--- config.mk ---
export PLATFORM = sky130hd
export DESIGN_NAME = spisdcard_cmd_sniffer_flat
export DESIGN_NICKNAME = d
export VERILOG_FILES = /design/src/rtl/spisdcard_cmd_sniffer_if.sv /design/src/rtl/spisdcard_cmd_sniffer.sv /design/src/flat_wrapper.sv
export SDC_FILE = /design/constraint.sdc
export NUM_CORES = 1
export LEC_CHECK = 0
export ABC_AREA = 1
export CAP_MARGIN = 5
export CORE_MARGIN = 1.5
export CORE_UTILIZATION = 45
export DETAILED_ROUTE_END_ITERATION = 10
export GPL_ROUTABILITY_DRIVEN = 0
export GPL_TIMING_DRIVEN = 1
export PLACE_DENSITY = 0.7
export SLEW_MARGIN = 5
export SYNTH_ARGS = -nofsm -noshare
export SYNTH_HDL_FRONTEND = slang
export SYNTH_SLANG_ARGS = --single-unit
--- constraint.sdc ---
create_clock -name sys_clk -period 4.9 [get_ports sys_clk]
set_clock_uncertainty 0.05 [all_clocks]
set_input_delay 0.735 -clock sys_clk [delete_from_list [all_inputs] [get_ports sys_clk]]
set_output_delay 0.735 -clock sys_clk [all_outputs]
set_load 0.005 [all_outputs]
--- src/rtl/spisdcard_cmd_sniffer_if.sv ---
// Decoded-transaction stream from the SD-card command sniffer.
// The sniffer drives the master side; a consumer pops entries through the slave side.
interface spisdcard_cmd_sniffer_if;
    logic        cmd_valid;
    logic        cmd_ready;
    logic [5:0]  cmd_index;
    logic [31:0] cmd_arg;
    logic        cmd_crc_ok;
    logic [7:0]  cmd_r1;
    logic        cmd_timeout;

    modport master (
        output cmd_valid, cmd_index, cmd_arg, cmd_crc_ok, cmd_r1, cmd_timeout,
        input  cmd_ready
    );

    modport slave (
        input  cmd_valid, cmd_index, cmd_arg, cmd_crc_ok, cmd_r1, cmd_timeout,
        output cmd_ready
    );
endinterface

--- src/rtl/spisdcard_cmd_sniffer.sv ---
// Passive SPI-mode SD-card sniffer: frames 48-bit commands, checks CRC7, captures R1,
// and queues each transaction in a first-word-fall-through FIFO.
module spisdcard_cmd_sniffer #(
    parameter int SAMPLE_RISING = 1,
    parameter int FIFO_DEPTH    = 4,
    parameter int NCR_MAX       = 8,
    parameter int CHECK_CRC     = 1,
    parameter int CNT_W         = 16
) (
    input  logic                   sys_clk,
    input  logic                   sys_rst,
    input  logic                   spisdcard_clk,
    input  logic                   spisdcard_cs_n,
    input  logic                   spisdcard_mosi,
    input  logic                   spisdcard_miso,
    spisdcard_cmd_sniffer_if.master cmd,
    output logic                   overflow,
    output logic [CNT_W-1:0]       frame_count,
    output logic [CNT_W-1:0]       abort_count
);
    localparam int   AW       = $clog2(FIFO_DEPTH);
    localparam logic CLK_IDLE = (SAMPLE_RISING != 0) ? 1'b0 : 1'b1;

    typedef enum logic [1:0] {IDLE, CMD, RESP, PUSH} state_t;

    typedef struct packed {
        logic [5:0]  index;
        logic [31:0] arg;
        logic        crc_ok;
        logic [7:0]  r1;
        logic        timeout;
    } entry_t;

    function automatic logic [6:0] crc7(input logic [39:0] d);
        logic [6:0] c;
        logic       fb;
        c = '0;
        for (int i = 39; i >= 0; i--) begin
            fb = d[i] ^ c[6];
            c  = {c[5:0], 1'b0};
            if (fb) c = c ^ 7'h09;
        end
        return c;
    endfunction

    logic [1:0]       cs_sync_q, cs_sync_d, clk_sync_q, clk_sync_d;
    logic [1:0]       mosi_sync_q, mosi_sync_d, miso_sync_q, miso_sync_d;
    logic             clk_prev_q, clk_prev_d, strobe_q, strobe_d;
    logic             mosi_bit_q, mosi_bit_d, miso_bit_q, miso_bit_d;
    logic [2:0]       bit_cnt_q, bit_cnt_d;
    logic [6:0]       mosi_sh_q, mosi_sh_d, miso_sh_q, miso_sh_d;
    state_t           state_q, state_d;
    logic [2:0]       byte_cnt_q, byte_cnt_d;
    logic [7:0]       resp_cnt_q, resp_cnt_d;
    logic [5:0]       index_q, index_d;
    logic [31:0]      arg_q, arg_d;
    logic             crc_ok_q, crc_ok_d, timeout_q, timeout_d;
    logic [7:0]       r1_q, r1_d;
    logic [AW:0]      wr_ptr_q, wr_ptr_d, rd_ptr_q, rd_ptr_d;
    logic             overflow_q, overflow_d;
    logic [CNT_W-1:0] frame_cnt_q, frame_cnt_d, abort_cnt_q, abort_cnt_d;
    entry_t           mem_q [FIFO_DEPTH];

    logic       cs_s, clk_s, edge_seen, byte_done, not_empty, full, pop, push_en;
    logic [7:0] mosi_byte, miso_byte;
    logic [6:0] crc_calc;
    entry_t     head, new_entry;

    assign cs_s      = cs_sync_q[1];
    assign clk_s     = clk_sync_q[1];
    assign edge_seen = (SAMPLE_RISING != 0) ? (clk_s & ~clk_prev_q) : (~clk_s & clk_prev_q);
    assign mosi_byte = {mosi_sh_q, mosi_bit_q};
    assign miso_byte = {miso_sh_q, miso_bit_q};
    // A strobe registered just before CS rose must not complete a byte.
    assign byte_done = strobe_q && !cs_s && (bit_cnt_q == 3'd7);
    assign crc_calc  = crc7({2'b01, index_q, arg_q});

    assign not_empty = (wr_ptr_q != rd_ptr_q);
    assign full      = (wr_ptr_q[AW] != rd_ptr_q[AW]) && (wr_ptr_q[AW-1:0] == rd_ptr_q[AW-1:0]);
    assign pop       = not_empty && cmd.cmd_ready;
    assign new_entry = '{index: index_q, arg: arg_q, crc_ok: crc_ok_q, r1: r1_q, timeout: timeout_q};
    assign head      = not_empty ? mem_q[rd_ptr_q[AW-1:0]] : '0;

    assign cmd.cmd_valid   = not_empty;
    assign cmd.cmd_index   = head.index;
    assign cmd.cmd_arg     = head.arg;
    assign cmd.cmd_crc_ok  = head.crc_ok;
    assign cmd.cmd_r1      = head.r1;
    assign cmd.cmd_timeout = head.timeout;
    assign overflow        = overflow_q;
    assign frame_count     = frame_cnt_q;
    assign abort_count     = abort_cnt_q;

    always_comb begin
        cs_sync_d   = {cs_sync_q[0], spisdcard_cs_n};
        clk_sync_d  = {clk_sync_q[0], spisdcard_clk};
        mosi_sync_d = {mosi_sync_q[0], spisdcard_mosi};
        miso_sync_d = {miso_sync_q[0], spisdcard_miso};
        clk_prev_d  = clk_s;
        strobe_d    = edge_seen & ~cs_s;
        mosi_bit_d  = mosi_sync_q[1];
        miso_bit_d  = miso_sync_q[1];
        bit_cnt_d   = bit_cnt_q;
        mosi_sh_d   = mosi_sh_q;
        miso_sh_d   = miso_sh_q;
        state_d     = state_q;
        byte_cnt_d  = byte_cnt_q;
        resp_cnt_d  = resp_cnt_q;
        index_d     = index_q;
        arg_d       = arg_q;
        crc_ok_d    = crc_ok_q;
        r1_d        = r1_q;
        timeout_d   = timeout_q;
        overflow_d  = overflow_q;
        frame_cnt_d = frame_cnt_q;
        abort_cnt_d = abort_cnt_q;
        push_en     = 1'b0;

        if (cs_s) begin
            bit_cnt_d = 3'd0;
        end else if (strobe_q) begin
            bit_cnt_d = bit_cnt_q + 3'd1;
            mosi_sh_d = mosi_byte[6:0];
            miso_sh_d = miso_byte[6:0];
        end

        unique case (state_q)
            IDLE: begin
                if (byte_done && mosi_byte[7:6] == 2'b01) begin
                    index_d    = mosi_byte[5:0];
                    byte_cnt_d = 3'd1;
                    state_d    = CMD;
                end
            end
            CMD: begin
                if (cs_s) begin
                    abort_cnt_d = abort_cnt_q + CNT_W'(1);
                    state_d     = IDLE;
                end else if (byte_done) begin
                    if (byte_cnt_q == 3'd5) begin
                        crc_ok_d   = (CHECK_CRC == 0) ||
                                     ((mosi_byte[7:1] == crc_calc) && mosi_byte[0]);
                        resp_cnt_d = 8'd0;
                        state_d    = RESP;
                    end else begin
                        arg_d      = {arg_q[23:0], mosi_byte};
                        byte_cnt_d = byte_cnt_q + 3'd1;
                    end
                end
            end
            RESP: begin
                if (cs_s) begin
                    abort_cnt_d = abort_cnt_q + CNT_W'(1);
                    state_d     = IDLE;
                end else if (byte_done) begin
                    if (!miso_byte[7]) begin
                        r1_d      = miso_byte;
                        timeout_d = 1'b0;
                        state_d   = PUSH;
                    end else if (({1'b0, resp_cnt_q} + 9'd1) == 9'(NCR_MAX)) begin
                        r1_d      = 8'hFF;
                        timeout_d = 1'b1;
                        state_d   = PUSH;
                    end else begin
                        resp_cnt_d = resp_cnt_q + 8'd1;
                    end
                end
            end
            PUSH: begin
                frame_cnt_d = frame_cnt_q + CNT_W'(1);
                // A same-cycle pop frees the head slot, so a full FIFO still accepts.
                if (!full || pop) push_en = 1'b1;
                else              overflow_d = 1'b1;
                state_d = IDLE;
            end
            default: state_d = IDLE;
        endcase

        wr_ptr_d = push_en ? wr_ptr_q + (AW+1)'(1) : wr_ptr_q;
        rd_ptr_d = pop     ? rd_ptr_q + (AW+1)'(1) : rd_ptr_q;
    end

    always_ff @(posedge sys_clk) begin
        if (sys_rst) begin
            cs_sync_q   <= 2'b11;
            clk_sync_q  <= {CLK_IDLE, CLK_IDLE};
            mosi_sync_q <= 2'b11;
            miso_sync_q <= 2'b11;
            clk_prev_q  <= CLK_IDLE;
            strobe_q    <= 1'b0;
            mosi_bit_q  <= 1'b1;
            miso_bit_q  <= 1'b1;
            bit_cnt_q   <= 3'd0;
            mosi_sh_q   <= '0;
            miso_sh_q   <= '0;
            state_q     <= IDLE;
            byte_cnt_q  <= 3'd0;
            resp_cnt_q  <= 8'd0;
            index_q     <= '0;
            arg_q       <= '0;
            crc_ok_q    <= 1'b0;
            r1_q        <= 8'd0;
            timeout_q   <= 1'b0;
            wr_ptr_q    <= '0;
            rd_ptr_q    <= '0;
            overflow_q  <= 1'b0;
            frame_cnt_q <= '0;
            abort_cnt_q <= '0;
        end else begin
            cs_sync_q   <= cs_sync_d;
            clk_sync_q  <= clk_sync_d;
            mosi_sync_q <= mosi_sync_d;
            miso_sync_q <= miso_sync_d;
            clk_prev_q  <= clk_prev_d;
            strobe_q    <= strobe_d;
            mosi_bit_q  <= mosi_bit_d;
            miso_bit_q  <= miso_bit_d;
            bit_cnt_q   <= bit_cnt_d;
            mosi_sh_q   <= mosi_sh_d;
            miso_sh_q   <= miso_sh_d;
            state_q     <= state_d;
            byte_cnt_q  <= byte_cnt_d;
            resp_cnt_q  <= resp_cnt_d;
            index_q     <= index_d;
            arg_q       <= arg_d;
            crc_ok_q    <= crc_ok_d;
            r1_q        <= r1_d;
            timeout_q   <= timeout_d;
            wr_ptr_q    <= wr_ptr_d;
            rd_ptr_q    <= rd_ptr_d;
            overflow_q  <= overflow_d;
            frame_cnt_q <= frame_cnt_d;
            abort_cnt_q <= abort_cnt_d;
        end
    end

    always_ff @(posedge sys_clk) begin
        if (push_en && !sys_rst) mem_q[wr_ptr_q[AW-1:0]] <= new_entry;
    end
endmodule

--- src/flat_wrapper.sv ---
// flat-port wrapper written by rule: the top's interface ports become plain ports
module spisdcard_cmd_sniffer_flat 
#(
    parameter int SAMPLE_RISING = 1,
    parameter int FIFO_DEPTH    = 4,
    parameter int NCR_MAX       = 8,
    parameter int CHECK_CRC     = 1,
    parameter int CNT_W         = 16
)
  (sys_clk, sys_rst, spisdcard_clk, spisdcard_cs_n, spisdcard_mosi, spisdcard_miso, overflow, frame_count, abort_count, cmd_cmd_valid, cmd_cmd_index, cmd_cmd_arg, cmd_cmd_crc_ok, cmd_cmd_r1, cmd_cmd_timeout, cmd_cmd_ready);
  spisdcard_cmd_sniffer_if cmd_i ();
  input  logic sys_clk;
  input  logic sys_rst;
  input  logic spisdcard_clk;
  input  logic spisdcard_cs_n;
  input  logic spisdcard_mosi;
  input  logic spisdcard_miso;
  output logic overflow;
  output logic [CNT_W-1:0] frame_count;
  output logic [CNT_W-1:0] abort_count;
  output wire logic [$bits(cmd_i.cmd_valid)-1:0] cmd_cmd_valid;
  output wire logic [$bits(cmd_i.cmd_index)-1:0] cmd_cmd_index;
  output wire logic [$bits(cmd_i.cmd_arg)-1:0] cmd_cmd_arg;
  output wire logic [$bits(cmd_i.cmd_crc_ok)-1:0] cmd_cmd_crc_ok;
  output wire logic [$bits(cmd_i.cmd_r1)-1:0] cmd_cmd_r1;
  output wire logic [$bits(cmd_i.cmd_timeout)-1:0] cmd_cmd_timeout;
  input wire logic [$bits(cmd_i.cmd_ready)-1:0] cmd_cmd_ready;
  assign cmd_cmd_valid = cmd_i.cmd_valid;
  assign cmd_cmd_index = cmd_i.cmd_index;
  assign cmd_cmd_arg = cmd_i.cmd_arg;
  assign cmd_cmd_crc_ok = cmd_i.cmd_crc_ok;
  assign cmd_cmd_r1 = cmd_i.cmd_r1;
  assign cmd_cmd_timeout = cmd_i.cmd_timeout;
  assign cmd_i.cmd_ready = cmd_cmd_ready;
  spisdcard_cmd_sniffer #(.SAMPLE_RISING(SAMPLE_RISING), .FIFO_DEPTH(FIFO_DEPTH), .NCR_MAX(NCR_MAX), .CHECK_CRC(CHECK_CRC), .CNT_W(CNT_W)) u_core (.sys_clk(sys_clk), .sys_rst(sys_rst), .spisdcard_clk(spisdcard_clk), .spisdcard_cs_n(spisdcard_cs_n), .spisdcard_mosi(spisdcard_mosi), .spisdcard_miso(spisdcard_miso), .cmd(cmd_i), .overflow(overflow), .frame_count(frame_count), .abort_count(abort_count));
endmodule
pdn.png
Drawn at 2 px/um. Pins as bars on the die edge.
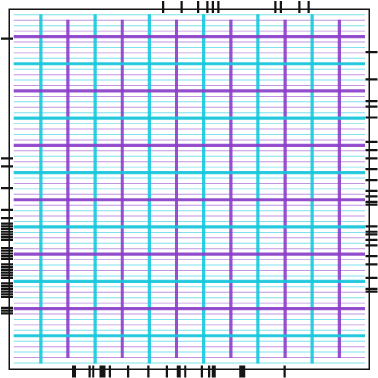
[cyan] VSS
[purple] VDD
met1 rails: 65
signal pins: 89
met5 straps: 12
rows: 64

cell_classes.png
Drawn at 3 px/um. Fill, decap, tap and diode cells in gray.
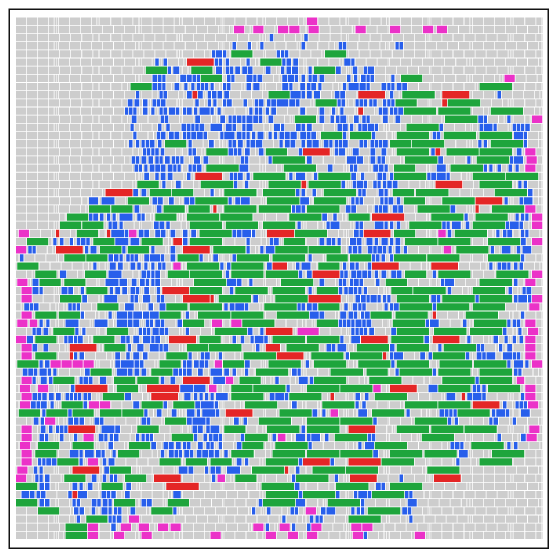
[blue] all other logic | cells: 1170
[red] clock drivers and dummy loads | cells: 61
[green] flops | cells: 318
[magenta] other buffers and delay cells | cells: 102

registers.png
Drawn at 3 px/um.
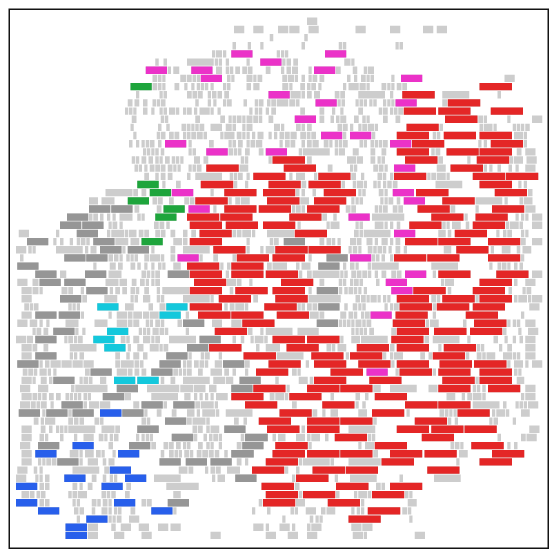
[green] `u_core.mosi_sh_q` | flops: 7
[red] `u_core.mem_q` | flops: 188
[magenta] `u_core.arg_q` | flops: 32
[cyan] `u_core.resp_cnt_q` | flops: 8 | where: middle left
[blue] `u_core.frame_count` | flops: 16 | where: lower left

-- cell usage in the layout, fill, tap and decap left out, types with 15 or more instances in the layout --
| cell | instances |
|---|---|
| nand2_1 | 290 |
| nor2_1 | 207 |
| edfxtp_1 | 188 |
| inv_1 | 159 |
| o21ai_0 | 137 |
| dfxtp_1 | 128 |
| a21oi_1 | 93 |
| nand3_1 | 92 |
| clkdlybuf4s50_1 | 88 |
| o32ai_1 | 47 |
| nand2_2 | 37 |
| clkbuf_16 | 35 |
| nor3_1 | 18 |
| ha_1 | 16 |
| inv_2 | 15 |
-- cell families after synthesis --
group	count (synthesis)
AND/OR/NAND/NOR	678
buffers and inverters	235
AND-OR/OR-AND	290
flip-flops	318
XOR/XNOR	11
adder cells (fa/ha/maj)	16
==> results.txt <==
Physical design

The run finished with clean final reports. The sequential cell fraction of total power stands at 39.5%. The worst register-to-register path begins at u_core.index_q[3]. Per the synthesis report, the dominant area consumer among library cells is edfxtp_1. Detailed routing inserted a total of 10800 vias.

Counting the warning lines in the Yosys log gives 0. Total power for the finished layout comes to 7.51 mW. The synthesized-area fraction occupied by and/or/nand/nor cells stands at 20.6%. Per the layout report, the design carries 102 non-clock buffers. The finished layout holds 2047 standard cells, fillers aside. Setup repair after global routing left no endpoint under its margin. The group that draws the most power in this run is registers. Yosys reports the multiplexer fraction of the synthesized area as 0%. The post-synthesis instance area stands at 0.0140 sq mm. Synthesis inferred 318 register bits.

The final instance area stands at 0.0164 sq mm. The core utilization of the finished layout stands at 53.7%. The net count after synthesis is 1571. The final worst slack stands at 1.15 ns. The tool warning count for the run is 33. The via count of the first global-routing pass stands at 10100. The clock network fraction of design power stands at 35.4%. In this run, post-CTS repair resized a total of 0 instances.

The script parses the final routing iteration and logs DRC violations as 0. In the per-layer breakdown of the detailed-route log, met1 shows 14.1 mm. The number of design-rule violations left by the first detailed-router iteration stands at 858. The floorplan has 64 rows. The core region is 0.0306 sq mm.

Max fanout on the critical path was recorded as 51. The area growth from synthesis to layout stands at 17.7%. The global router's overall resource usage stands at 20.3%. Per STA, the worst path is made up of buf_4 -> o21ai_0 -> o32ai_1 -> nand2_1 -> inv_1 -> clkdlybuf4s50_1. Summed over all nets, the switching power comes to 2.21 mW. In the final layout, the clock buffer count is 44.

Entering global routing, the biggest net connects 95 pins. The combinational fraction of design power stands at 25.0%. For this run the aggregate overflow at the end of global routing stands at 0. Per the TritonCTS log, the buffer count is 34. By area the synthesized netlist is led by edfxtp_1 40%, dfxtp_1 19%, nand2_1 7.8%. The register with the most flip-flops in the layout has 188 of them. The maximum clock frequency stands at 267 MHz. The multi-input combinational cell count stands at 995.
No activity file was given, so power comes from the tool's default toggle rates.
